[src/rtl/rst_pkg.sv]
// Shared definitions for the reset sequencing controller: FSM encoding and reset cause codes.
package rst_pkg;

  typedef enum logic [1:0] {
    HOLD    = 2'd0,
    STRETCH = 2'd1,
    RELEASE = 2'd2,
    RUN     = 2'd3
  } state_t;

  localparam logic CAUSE_POR = 1'b0;
  localparam logic CAUSE_SW  = 1'b1;

endpackage

[src/rtl/rst_sync_chain.sv]
// Reset synchroniser: asynchronous assert, release after NUM_STAGES edges with RST_n high.
module rst_sync_chain #(
  parameter int unsigned NUM_STAGES = 2
) (
  input  logic CLK,
  input  logic RST_n,
  output logic sync_q
);

  logic [NUM_STAGES-1:0] chain;

  always_ff @(posedge CLK or negedge RST_n) begin
    if (!RST_n) chain <= '0;
    else        chain <= {chain[NUM_STAGES-2:0], 1'b1};
  end

  assign sync_q = chain[NUM_STAGES-1];

endmodule

[src/rtl/rst_seq_ctrl.sv]
// Multi-channel reset sequencer: synchronised release, hold stretch, staggered
// per-channel release with enable masking, and software reset from RUN.
module rst_seq_ctrl
  import rst_pkg::*;
#(
  parameter int unsigned NUM_STAGES = 2,
  parameter int unsigned NUM_CH     = 3,
  parameter int unsigned MIN_HOLD   = 4,
  parameter int unsigned REL_GAP    = 2
) (
  input  logic              CLK,
  input  logic              RST_n,
  input  logic              SW_RST_REQ,
  input  logic [NUM_CH-1:0] EN_MASK,
  output logic [NUM_CH-1:0] SYNC_RST,
  output logic              RST_DONE,
  output logic              RST_CAUSE
);

  localparam int unsigned CNT_W = $clog2(MIN_HOLD + 1);
  localparam int unsigned GAP_W = $clog2(REL_GAP + 1);
  localparam int unsigned IDX_W = $clog2(NUM_CH + 1);

  logic              sync_q;
  state_t            state, state_d;
  logic [CNT_W-1:0]  cnt, cnt_d;
  logic [GAP_W-1:0]  gap, gap_d;
  logic [IDX_W-1:0]  idx, idx_d, idx_inc;
  logic [NUM_CH-1:0] rst_q, rst_d;
  logic              done_q, done_d;
  logic              cause_q, cause_d;

  rst_sync_chain #(.NUM_STAGES(NUM_STAGES)) u_sync (
    .CLK    (CLK),
    .RST_n  (RST_n),
    .sync_q (sync_q)
  );

  assign idx_inc = idx + IDX_W'(1);

  always_ff @(posedge CLK or negedge RST_n) begin
    if (!RST_n) begin
      state   <= HOLD;
      cnt     <= '0;
      gap     <= '0;
      idx     <= '0;
      rst_q   <= '0;
      done_q  <= 1'b0;
      cause_q <= CAUSE_POR;
    end else begin
      state   <= state_d;
      cnt     <= cnt_d;
      gap     <= gap_d;
      idx     <= idx_d;
      rst_q   <= rst_d;
      done_q  <= done_d;
      cause_q <= cause_d;
    end
  end

  // Disabling a channel pulls its reset low on the next edge; enabling only takes effect at its release slot.
  always_comb begin
    state_d = state;
    cnt_d   = cnt;
    gap_d   = gap;
    idx_d   = idx;
    rst_d   = rst_q & EN_MASK;
    done_d  = done_q;
    cause_d = cause_q;
    case (state)
      HOLD: begin
        if (sync_q) begin
          state_d = STRETCH;
          cnt_d   = '0;
        end
      end
      STRETCH: begin
        if (cnt == CNT_W'(MIN_HOLD - 1)) begin
          state_d  = RELEASE;
          gap_d    = '0;
          idx_d    = '0;
          rst_d[0] = EN_MASK[0];
        end else begin
          cnt_d = cnt + CNT_W'(1);
        end
      end
      RELEASE: begin
        if (idx == IDX_W'(NUM_CH - 1)) begin
          state_d = RUN;
          done_d  = 1'b1;
        end else if (gap == GAP_W'(REL_GAP - 1)) begin
          gap_d = '0;
          idx_d = idx_inc;
          for (int k = 1; k < NUM_CH; k++) begin
            if (idx_inc == IDX_W'(k)) rst_d[k] = EN_MASK[k];
          end
        end else begin
          gap_d = gap + GAP_W'(1);
        end
      end
      RUN: begin
        if (SW_RST_REQ) begin
          state_d = STRETCH;
          cnt_d   = '0;
          rst_d   = '0;
          done_d  = 1'b0;
          cause_d = CAUSE_SW;
        end
      end
      default: state_d = HOLD;
    endcase
  end

  assign SYNC_RST  = rst_q;
  assign RST_DONE  = done_q;
  assign RST_CAUSE = cause_q;

endmodule

[config.mk]
export PLATFORM = sky130hd
export DESIGN_NAME = rst_seq_ctrl
export DESIGN_NICKNAME = d
export VERILOG_FILES = /design/src/rtl/rst_pkg.sv /design/src/rtl/rst_sync_chain.sv /design/src/rtl/rst_seq_ctrl.sv
export SDC_FILE = /design/constraint.sdc
export NUM_CORES = 1
export LEC_CHECK = 0
export ABC_AREA = 1
export CAP_MARGIN = 10
export CORE_MARGIN = 2
export CORE_UTILIZATION = 47
export DETAILED_ROUTE_END_ITERATION = 16
export GPL_TIMING_DRIVEN = 0
export PLACE_DENSITY = 0.69
export SLEW_MARGIN = 25
export SYNTH_ARGS = -nofsm -noshare
export SYNTH_HDL_FRONTEND = slang
export SYNTH_SLANG_ARGS = --single-unit
[constraint.sdc]
create_clock -name CLK -period 2.1 [get_ports CLK]
set_input_delay 0.21 -clock CLK [delete_from_list [all_inputs] [get_ports CLK]]
set_output_delay 0.21 -clock CLK [all_outputs]
set_load 0.02 [all_outputs]
run_1/power_grid.png
The bar under the picture is 10 um long. Pins as bars on the die edge.
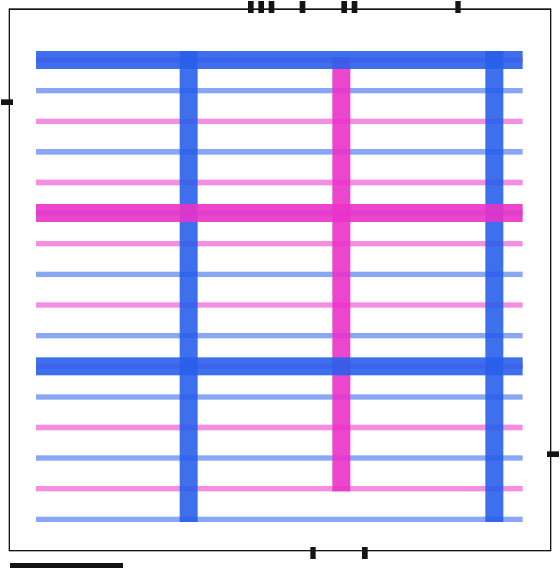
net	color
VDD	magenta
VSS	blue
signal pins	11
met1 rails	16
rows	15
met5 straps	3
met4 straps	3

run_1/placement_by_type.png
The bar under the picture is 10 um long.
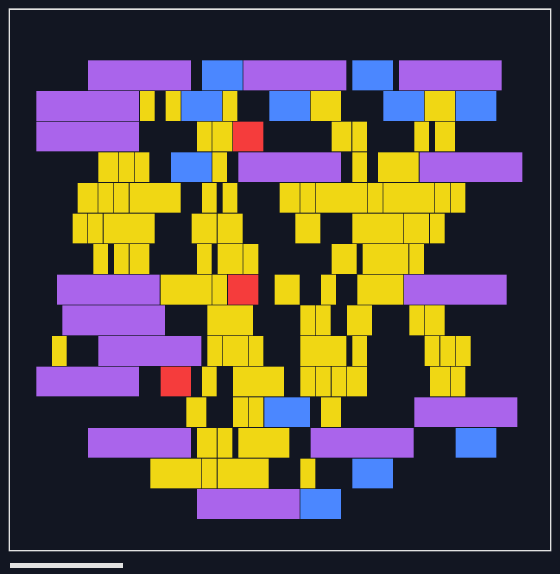
class	color	cells
other buffers and delay cells	blue	11
combinational and other logic	yellow	87
clock drivers	red	3
flops	purple	16

run_1/clk_routes.png
The bar under the picture is 10 um long.
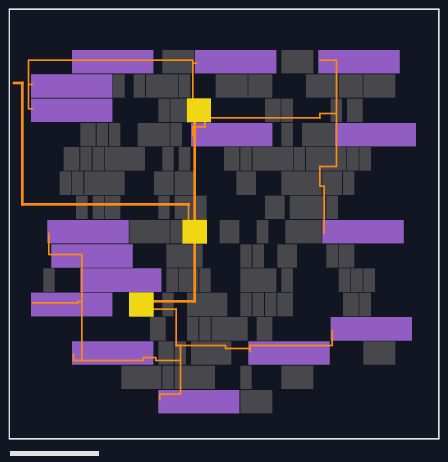
[flip-flops] purple | count: 16
[clock drivers] yellow | count: 3
[clock wires] orange | length: 212 um
routed clock nets	4
flops lie	all over the die

==> deck_impl_summary.md, run 1 <==
Implementation Results

Synthesis
  – Synth top cell by count: nand2_1
  – Complex Gates by Area: 0.08264
  – Async SR Flop Fraction: 1.000
  – Synth Net Count: 120
  – Top post-synthesis cells by area: dfrtp_1, ha_1, nand2_1, inv_1, o21ai_0
  – Max-area cell share: 0.4408
  – Yosys stat chip area: 908.4 um2
  – Average cell area after synthesis: 8.734 um2
  – Simple-gate share of the synthesized area: 0.2479
  – Fa+ha+maj area frac: 0.1377
  – Unique cell types: 18
  – Yosys stat cell total: 104
  – Synth warn: 0
  – Top cells by count: nand2_1, inv_1, dfrtp_1, ha_1, o21ai_0

Routing
  – Drt drc: 0
  – Starting DRT DRC Count: 2
  – DRT antenna net count: 0
  – Post-Route WL: 1455 um

Pwr
  – Seq pwr share: 0.341
  – Logic pwr share: 0.533
  – PwrDens: 1215 nW/um2
  – Clock power frac: 0.125
  – Static Leak: 0.0005627 uW
  – Post-layout power: 1291 uW
  – Net Sw Power: 568.6 uW
  – Net Sw Frac: 0.4405

Cells and area
  – Most frequent cells in the layout: nand2_1, inv_1, dfrtp_1
  – Layout cells sized above 1: 0.1368
  – Ant diodes: 0
  – Final Util: 0.6021
  – Post-route design area: 1062 um2

Global route
  – Grt ovf: 0
  – Pin count of the biggest net entering global routing: 17
  – Global-route wire length before repair: 2277 um
  – Vias in the first global route: 546

Worst setup path
  – Worst path cell trace: clkdlybuf4s50_1
  – R2r setup slk: 0.70 ns
  – Critical path depth in cells: 1
  – Critical path's top delay family: buffers and inverters
  – Crit-path slowest cell: clkdlybuf4s50_1
  – Worst setup startpoint: RST_CAUSE
  – Required time of the critical path: 1.89 ns
  – Worst Setup End Kind: output port
  – Worst R2R Path Depth: 9

Clock tree
  – Clock Tree Buf Depth: 2
  – H-tree levels: 1
  – Hold buffers post-CTS: 0
  – Clk pin slew, worst setup/hold paths: 0.09 ns
  – CTS Buf Count: 3
  – Post_cts resized: 0
  – Root buf cell: clkbuf_4
  – TritonCTS Sinks: 16

STA
  – Final Slew Violations: 0
  – Tmin final: 1.451 ns
  – Setup Skew: 0.0007453 ns
  – FMAX: 689.4 MHz
  – Final worst slack: 0.6494 ns
  – Setup Viol. Count Final: 0
  – Final hold violation count: 0
  – Crit share post-route: 0.6908
  – Fin Setup TNS: 0 ns
  – Slew @ Worst Pin: 0.7070 ns

Placed design
  – Placed insts: 139
  – Dpl hpwl: 1174 um
  – Placed cell areas: 1040 um2
  – Placer congestion estimate: 0.7713

Floorplan
  – I/O pin count: 11
  – Die H: 47.96 um

Worst hold path
  – HP Class: primary input to asynchronous set/reset pin

Status
  – Status: finished, final reports clean
## run 1: power by group through the flow
stage | sequential (uW) | clock [uW] | combinational [uW]
after floorplan | 455 | 0 | 533
after global placement | 443 | 0 | 682
after detailed placement | 449 | 0 | 698
after CTS | 442 | 165 | 700
after global routing | 452 | 177 | 784
final | 441 | 162 | 688
## run 1: final cells by class
type                       count  area, um2
clock buffer                   3      22.52
sequential                    16      400.4
fill                         168      701.9
multi-input combinational     69      429.2
buffer                         1      11.26
inverter                      18      67.56
tap                           25      31.28
timing repair buffer          10      100.1
## run 1: metal layers
metal  track usage  routed length, um
met5             0                  0
met4       0.08108                 34
met3       0.02264                 28
met2        0.2267                669
met1        0.1949                723
## run 1: logic make-up after synthesis
kind of cell,count (synthesis)
simple gates,44
buf+inv,19
flops,16
compound gates,14
fa+ha+maj,10
other cells,1
==> run 1 -> run 2 <==
- PLACE_DENSITY: 0.69 -> 0.72
- clock period: 2.1 -> 1.2 ns (I/O delays scaled with it)
==> run 2 against run 1 <==
The flow now finishes with violations (negative setup slack). Synthesized area is the same. Final area grew 21%. Sequential share of layout area shrank 6.5 points. Flip-flop count is the same. Die area is the same. Critical endpoint is now state[1]. Largest cell class unchanged.
==> deck_impl_summary.md, run 2 <==
Implementation Results

Pwr
  – Post-layout power: 3106 uW (+140%)
  – Net Sw Frac: 0.4382 (-0.002210)
  – Logic pwr share: 0.624 (+0.091)
  – Biggest consumer: combinational cells
  – Seq pwr share: 0.263 (-0.078)
  – Static Leak: 0.0006385 uW (+13%)
  – Logic power comb: 1940 uW (+180%)
  – PwrDens: 2412 nW/um2 (+99%)

Cells and area
  – Final Util: 0.7298 (+0.1277)
  – Largest cell class by area: multi-input combinational cells
  – Sequential cell area: 401.6 um2 (+0.31%)
  – Most frequent cells in the layout: nand2_1, dfrtp_1, inv_1
  – Clock buffers: 4 (+1)
  – Plain + repair buffers: 19 (+8)
  – Layout cells sized above 1: 0.3651 (+0.2283)
  – ClkCell Share: 0.02818 (+0.006981)
  – Footprint of the multi-input gates: 579.3 um2 (+35%)
  – Ant diodes: 0 (unchanged)

Worst hold path
  – HP Class: primary input to asynchronous set/reset pin

Global route
  – M3 GR Usage: 0.05660 (+0.03396)
  – Vias in the first global route: 683 (+25%)
  – Pin count of the biggest net entering global routing: 17 (unchanged)
  – Met1 usage: 0.2019 (+0.006961)
  – Grt ovf: 0 (unchanged)
  – Grt met2 use: 0.3253 (+0.09867)

STA
  – Final Slew Violations: 0 (unchanged)
  – Final hold violation count: 0 (unchanged)
  – Setup Viol. Count Final: 12 (+12)
  – Slew @ Worst Pin: 0.7009 ns (-0.006149 ns)
  – FMAX: 779.7 MHz
  – Crit share post-route: 1.069
  – Final worst slack: -0.08256 ns (-0.7320 ns)
  – Tmin final: 1.283 ns

Clock tree
  – Clock Tree Buf Depth: 2 (unchanged)
  – Post_cts resized: 32 (+32)
  – CTS Buf Count: 3 (unchanged)
  – H-tree levels: 1 (unchanged)
  – Hold buffers post-CTS: 0 (unchanged)
  – TritonCTS Sinks: 16 (unchanged)

Status
  – Failing checks: negative setup slack
  – Status: complete, but fails checks

Routing
  – Post-Route WL: 1812 um (+25%)
  – Starting DRT DRC Count: 27 (+25)
  – Top Layer Used: met4
  – Routed wl met3: 73 um (+160%)

Worst setup path
  – Worst Setup End Kind: flop
  – R2r setup slk: -0.08 ns (-0.78 ns)
  – Worst R2R Path Depth: 7 (-2)
  – Required time of the critical path: 1.41 ns (-0.48 ns)
  – Critical path depth in cells: 7 (+6)

Placed design
  – Dpl hpwl: 1248 um (+6.3%)

Synthesis
  – Unique cell types: 18 (unchanged)
  – Synth top cell by count: nand2_1
  – Synth warn: 0 (unchanged)
  – Average cell area after synthesis: 8.734 um2 (unchanged)
  – Max-area cell share: 0.4408 (unchanged)
  – Top cells by count: nand2_1, inv_1, dfrtp_1, ha_1, o21ai_0
  – Synth Net Count: 120 (unchanged)
  – Yosys stat chip area: 908.4 um2 (unchanged)

Floorplan
  – N_taps: 25 (unchanged)
run 2: cells by family after synthesis:
group           count (synthesis)  share of synthesized area
compound gates                 14                    0.08264
fa+ha+maj                      10                     0.1377
buf+inv                        19                    0.08677
flops                          16                     0.4408
other cells                     1                   0.004128
simple gates                   44                     0.2479
run 2: per-stage QoR:
stage | setup TNS [ns] | setup WS (ns) | area, um2 | cells | hold slack [ns]
floorplan | -0.001893 | -0.001302 | 925.9 | 104 | -0.1756
global placement | -0.8002 | -0.1139 | 1057 | 139 | 0.3358
detailed placement | -1.201 | -0.1396 | 1057 | 139 | 0.3457
CTS | -0.5401 | -0.09103 | 1207 | 147 | 0.2711
global route | -1.225 | -0.1399 | 1287 | 151 | 0.3333
finish | -0.4692 | -0.08256 | 1287 | 151 | 0.2453
run_2/power_grid.png
The bar under the picture is 10 um long. Pins as bars on the die edge.
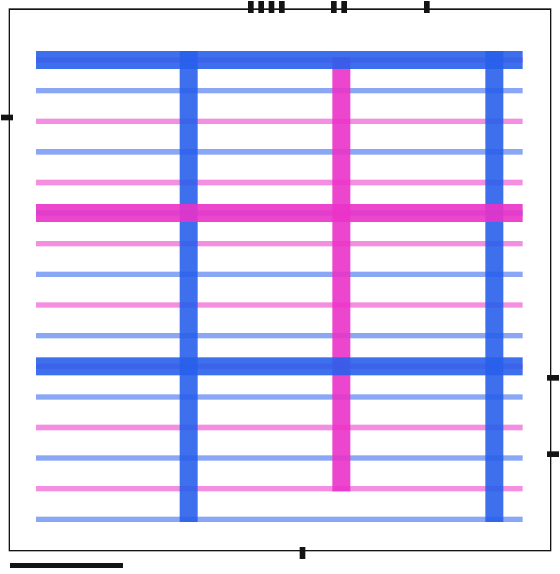
Core Area: 1764 um2
Die W: 47.96 um
maximum vdd drop: 1780 uV

run_2/wires.png
Only two layers are drawn.
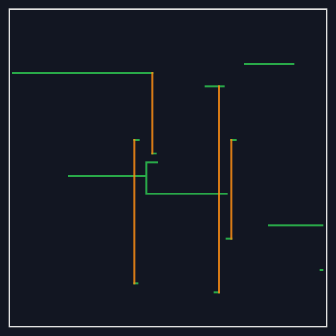
layer	color	wire length
metal 3	green	73.1 um
metal 4	orange	80.2 um

run_2/clk_routes.png
The bar under the picture is 10 um long.
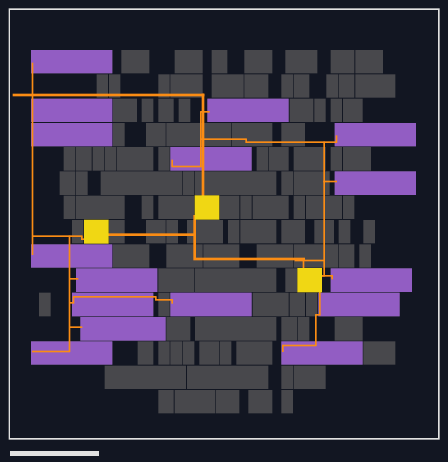
clk_lat worst skew: 0.29 ns
Clock net power: 351 uW
Setup Skew: 0.006346 ns
Clock power frac: 0.113

Power and IR drop assume default switching activity.
